### Sequential cells colored by netlist name

(2 px per um) Other sequential cells in the stronger gray, the rest of the logic in the fainter gray.
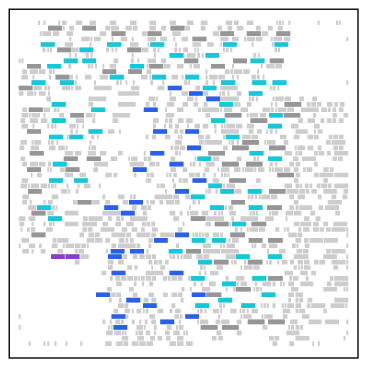
### Metal 2

(2 px per um)
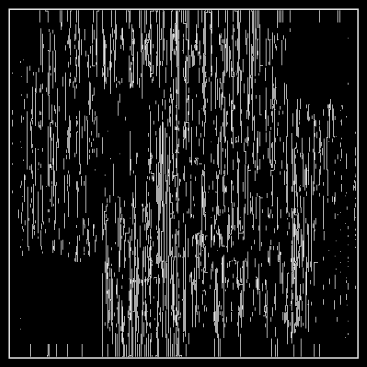
### src/rtl/fetch_sequencer_pkg.sv
// fetch_sequencer_pkg: shared memory sizing, reset PC, fetch FSM states and PC legality helper
package fetch_sequencer_pkg;
  localparam int unsigned INST_MEM_SIZE = 1024;
  localparam logic [31:0] RESET_PC_DEFAULT = 32'h0000_0000;
  typedef enum logic [1:0] {
    FS_RUN    = 2'd0,
    FS_HALTED = 2'd1,
    FS_FAULT  = 2'd2
  } fs_state_e;
  function automatic logic legal_pc(input logic [31:0] a, input int unsigned words);
    return a[1:0] == 2'b00 && a < (words << 2);
  endfunction
endpackage

### src/rtl/fetch_skid_buf.sv
// fetch_skid_buf: 2-entry FIFO of {pc, instr}; head stays put when empty so id_* hold their last values
module fetch_skid_buf (
  input  logic        clk,
  input  logic        rst,
  input  logic        push,
  input  logic        pop,
  input  logic        flush,
  input  logic [63:0] din,
  output logic [63:0] dout,
  output logic [1:0]  count
);
  logic [63:0] e0, e1;
  logic [1:0] left;
  assign left = count - {1'b0, pop};
  assign dout = e0;
  always_ff @(posedge clk) begin
    if (rst) begin
      count <= 2'd0;
      e0 <= '0;
      e1 <= '0;
    end else begin
      count <= flush ? 2'd0 : left + {1'b0, push};
      if (!flush && pop && count == 2'd2) e0 <= e1;
      if (!flush && push && left == 2'd0) e0 <= din;
      if (!flush && push && left == 2'd1) e1 <= din;
    end
  end
endmodule

### src/rtl/fetch_sequencer.sv
// fetch_sequencer: PC sequencer and fetch controller feeding decode through a 2-entry skid buffer
// Optional bounds checking with FAULT state: define FETCH_BOUNDS_CHECK_EN.
module fetch_sequencer
  import fetch_sequencer_pkg::*;
#(
  parameter logic [31:0] RESET_PC   = RESET_PC_DEFAULT,
  parameter int unsigned IMEM_WORDS = INST_MEM_SIZE
) (
  input  logic        clk,
  input  logic        rst,
  output logic [31:0] imem_addr,
  input  logic [31:0] imem_instr,
  output logic        id_valid,
  input  logic        id_ready,
  output logic [31:0] id_instr,
  output logic [31:0] id_pc,
  output logic [31:0] id_pc_plus4,
  input  logic        redirect_valid,
  input  logic [31:0] redirect_target,
  input  logic        halt,
  output logic        fetch_fault,
  output logic [31:0] fault_pc
);
  fs_state_e state, state_n;
  logic [31:0] pc, pc_n, tgt;
  logic [63:0] head;
  logic [1:0] count;
  logic push, pop, bad, tgt_ok, loaded;
  assign imem_addr = pc;
  assign id_valid = count != 2'd0;
  assign pop = id_valid && id_ready;
  assign {id_pc, id_instr} = head;
  assign id_pc_plus4 = loaded ? id_pc + 32'd4 : 32'd0;
`ifdef FETCH_BOUNDS_CHECK_EN
  assign tgt = redirect_target;
  assign bad = !legal_pc(pc, IMEM_WORDS);
  assign tgt_ok = legal_pc(tgt, IMEM_WORDS);
  always_ff @(posedge clk) begin
    if (rst) begin
      fetch_fault <= 1'b0;
      fault_pc <= 32'd0;
    end else if (redirect_valid) begin
      if (tgt_ok) fetch_fault <= 1'b0;
    end else if (state == FS_RUN && bad) begin
      fetch_fault <= 1'b1;
      fault_pc <= pc;
    end
  end
`else
  assign tgt = redirect_target & ~32'h3;
  assign bad = 1'b0;
  assign tgt_ok = 1'b1;
  assign fetch_fault = 1'b0;
  assign fault_pc = 32'd0;
`endif
  // Priority: redirect, then fault detection, then normal fetch/halt.
  always_comb begin
    state_n = state;
    pc_n = pc;
    push = 1'b0;
    if (redirect_valid) begin
      pc_n = tgt;
      state_n = (state == FS_FAULT && !tgt_ok) ? FS_FAULT : halt ? FS_HALTED : FS_RUN;
    end else if (state == FS_RUN && bad) begin
      state_n = FS_FAULT;
    end else if (state != FS_FAULT) begin
      push = state == FS_RUN && !halt && (count != 2'd2 || pop);
      pc_n = push ? pc + 32'd4 : pc;
      state_n = halt ? FS_HALTED : FS_RUN;
    end
  end
  always_ff @(posedge clk) begin
    if (rst) begin
      state <= FS_RUN;
      pc <= RESET_PC;
      loaded <= 1'b0;
    end else begin
      state <= state_n;
      pc <= pc_n;
      loaded <= loaded | push;
    end
  end
  fetch_skid_buf u_buf (
    .clk(clk),
    .rst(rst),
    .push(push),
    .pop(pop),
    .flush(redirect_valid),
    .din({pc, imem_instr}),
    .dout(head),
    .count(count)
  );
endmodule

### config.mk
export PLATFORM = sky130hd
export DESIGN_NAME = fetch_sequencer
export DESIGN_NICKNAME = d
export VERILOG_FILES = /design/src/rtl/fetch_sequencer_pkg.sv /design/src/rtl/fetch_skid_buf.sv /design/src/rtl/fetch_sequencer.sv
export SDC_FILE = /design/constraint.sdc
export NUM_CORES = 1
export LEC_CHECK = 0
export CAP_MARGIN = 5
export CORE_MARGIN = 4
export CORE_UTILIZATION = 30
export DETAILED_ROUTE_END_ITERATION = 10
export PLACE_DENSITY_LB_ADDON = 0.1
export SLEW_MARGIN = 20
export SYNTH_ARGS = -nofsm -noshare
export SYNTH_HDL_FRONTEND = slang
export SYNTH_SLANG_ARGS = --single-unit
### constraint.sdc
create_clock -name clk -period 2.5 [get_ports clk]
set_input_delay 0.25 -clock clk [delete_from_list [all_inputs] [get_ports clk]]
set_output_delay 0.25 -clock clk [all_outputs]
set_load 0.1 [all_outputs]
==> GITHUB_STEP_SUMMARY <==
### Metrics collected by this job

| Metric | Value |
|---|---|
| Outcome | `finished, violations left` |
| Post-synthesis average cell area | `8.629 um^2` |
| Antenna diodes | `0` |
| Final hold violation count | `0` |
| CTS Hold Buffers Added | `0` |
| Commonest Layout Cell | `nand2_1` |
| RSZ-0062 raised after global routing | `yes` |
| Finished Layout Cells | `1503` |
| CTS tree | `done` |
| #FFs+latches synth | `158` |
| H-tree depth | `4` |
| Avg WL per Cell | `16.24 um` |
| Setup WS post-layout | `-0.004367 ns` |
| MI comb area | `4661 um^2` |
| Vias per cell | `4.687` |
| Number of global-route vias before repair | `6592` |
| Post-layout period usage | `100.2%` |
| CTS sink cnt | `158` |
| Met1 Resource Use GR | `21.49%` |
| Maximum vdd drop | `0.0004570 V` |
| Top Usage Layer GRT | `met2` |
| Die height | `173.6 um` |
| Failing checks | `negative setup slack` |
| Final Power | `7.531 mW` |
| Bufs on Longest Clock Path | `2` |
| HP Class | `input pin to flip-flop` |
| Slowest CP cell | `or4_4` |
| Finish-stage setup viols | `1` |
| LEAKAGE | `4.450 nW` |
| R2R setup slack | `0.11 ns` |
| CP arrival | `2.25 ns` |
| Skew-Pair Late Insertion Delay | `0.42 ns` |
| DR WL met2 | `10.70 mm` |
| Peak fanout along the critical path | `2` |
| Min cycle time layout | `2.504 ns` |
| Wl on met1 | `11.79 mm` |
Notes on 'Sequential cells colored by netlist name' above:
color	netlist name	sequential cells
purple	u_buf.count	2
blue	imem_addr	30
cyan	u_buf.e1	62
FF+latch area: 3241 um^2
Seq area share: 28.25%
P_seq: 2.78 mW
final core occ: 42.56%

Notes on 'Metal 2' above:
main direction	vertical
nets with wire on the layer	943
longest straight run	56.1 um
GR met2 Demand/Resource: 23.61%
aggregate routed wire length: 24.40 mm
vias after detailed routing: 7044

## state kept, by name (all words and copies together) (netlist names)
name and flops:
u_buf.count 2, imem_addr 30, loaded 1, u_buf.e1 62
u_buf.dout 62, state 1
## where the power goes
group | internal (mW) | switching, mW | total [mW]
combinational | 0.537 | 1.60 | 2.14
clock | 1.48 | 1.12 | 2.61
sequential | 2.65 | 0.138 | 2.78
## area by class of cell
| type | instances | share of cell area, % |
|---|---|---|
| clock buffers | 20 | 4.079 |
| clock inverters | 12 | 1.069 |
| inverters | 29 | 0.9489 |
| multi-input cells | 697 | 40.63 |
| flip-flops and latches | 158 | 28.25 |
| well taps | 341 | 3.719 |
| repair buffers | 246 | 21.30 |
## timing repair
action                     in CTS  in global routing
gates cloned                    1                  0
gates resized                  18                 11
setup buffers                  18                  6
setup endpoints to repair      12                 12
pin swaps                      12                 10
## synthesized netlist by cell type, drive strengths merged
| cell type | instances | area share, % |
|---|---|---|
| a211oi | 62 | 9.3 |
| a21boi | 4 | 0.36 |
| a21oi | 86 | 5.2 |
| and2 | 28 | 2.1 |
| and3 | 7 | 0.53 |
| and3b | 1 | 0.11 |
| and4 | 10 | 1.1 |
| and4bb | 1 | 0.15 |
| buf | 65 | 5.7 |
| clkbuf | 43 | 2.0 |
| conb | 1 | 0.046 |
| dfxtp | 158 | 38 |
| ha | 4 | 0.61 |
| inv | 29 | 1.3 |
| mux2 | 1 | 0.14 |
| mux2i | 63 | 7.7 |
| nand2 | 146 | 6.7 |
| nand3 | 18 | 1.4 |
| nand4 | 14 | 1.1 |
| nor2 | 74 | 3.5 |
| nor2b | 7 | 0.53 |
| nor3 | 13 | 0.79 |
| nor3b | 2 | 0.18 |
| nor4 | 20 | 1.6 |
| nor4b | 2 | 0.21 |
| o21a | 21 | 1.9 |
| o21ai | 8 | 0.49 |
| o22ai | 1 | 0.076 |
| o31a | 1 | 0.11 |
| or2 | 1 | 0.076 |
| or3 | 5 | 0.38 |
| or3b | 1 | 0.11 |
| or4 | 3 | 0.27 |
| xnor2 | 16 | 1.7 |
| xor2 | 38 | 4.0 |
## critical path: cells and delay by family, from the launching register on
| family | cells | cell delay (ns) |
|---|---|---|
| buf+inv | 1 | 0.19 |
| flops | 1 | 0.35 |
| compound gates | 1 | 0.16 |
| simple gates | 4 | 1.14 |
## worst max path at each step
stage | cells past startpoint | from | to | slack [ns]
after CTS | 6 | u_buf.dout[49] | id_pc_plus4[31] | -0.09
after detailed placement | 8 | id_ready | u_buf.dout[40] | 0.03
final | 6 | u_buf.dout[50] | id_pc_plus4[31] | -0.004
after floorplan | 5 | u_buf.dout[37] | id_pc_plus4[31] | -0.13
after global placement | 8 | id_ready | u_buf.dout[24] | 0.08
after global routing | 9 | u_buf.dout[35] | id_pc_plus4[16] | -0.08
## cell families (layout without fill, tap and decap cells)
logic type,Yosys count,after routing,share of synthesized area (%)
AOI/OAI and AO/OA,183,183,17.48
muxes,64,64,7.797
xor gates and xnor gates,54,54,5.746
adders and majority gates,4,4,0.6080
other,1,39,0.04556
and+or+nand+nor,353,353,20.91
buffers and inverters,137,307,8.983
DFF,158,158,38.43
Power and IR drop assume default switching activity.
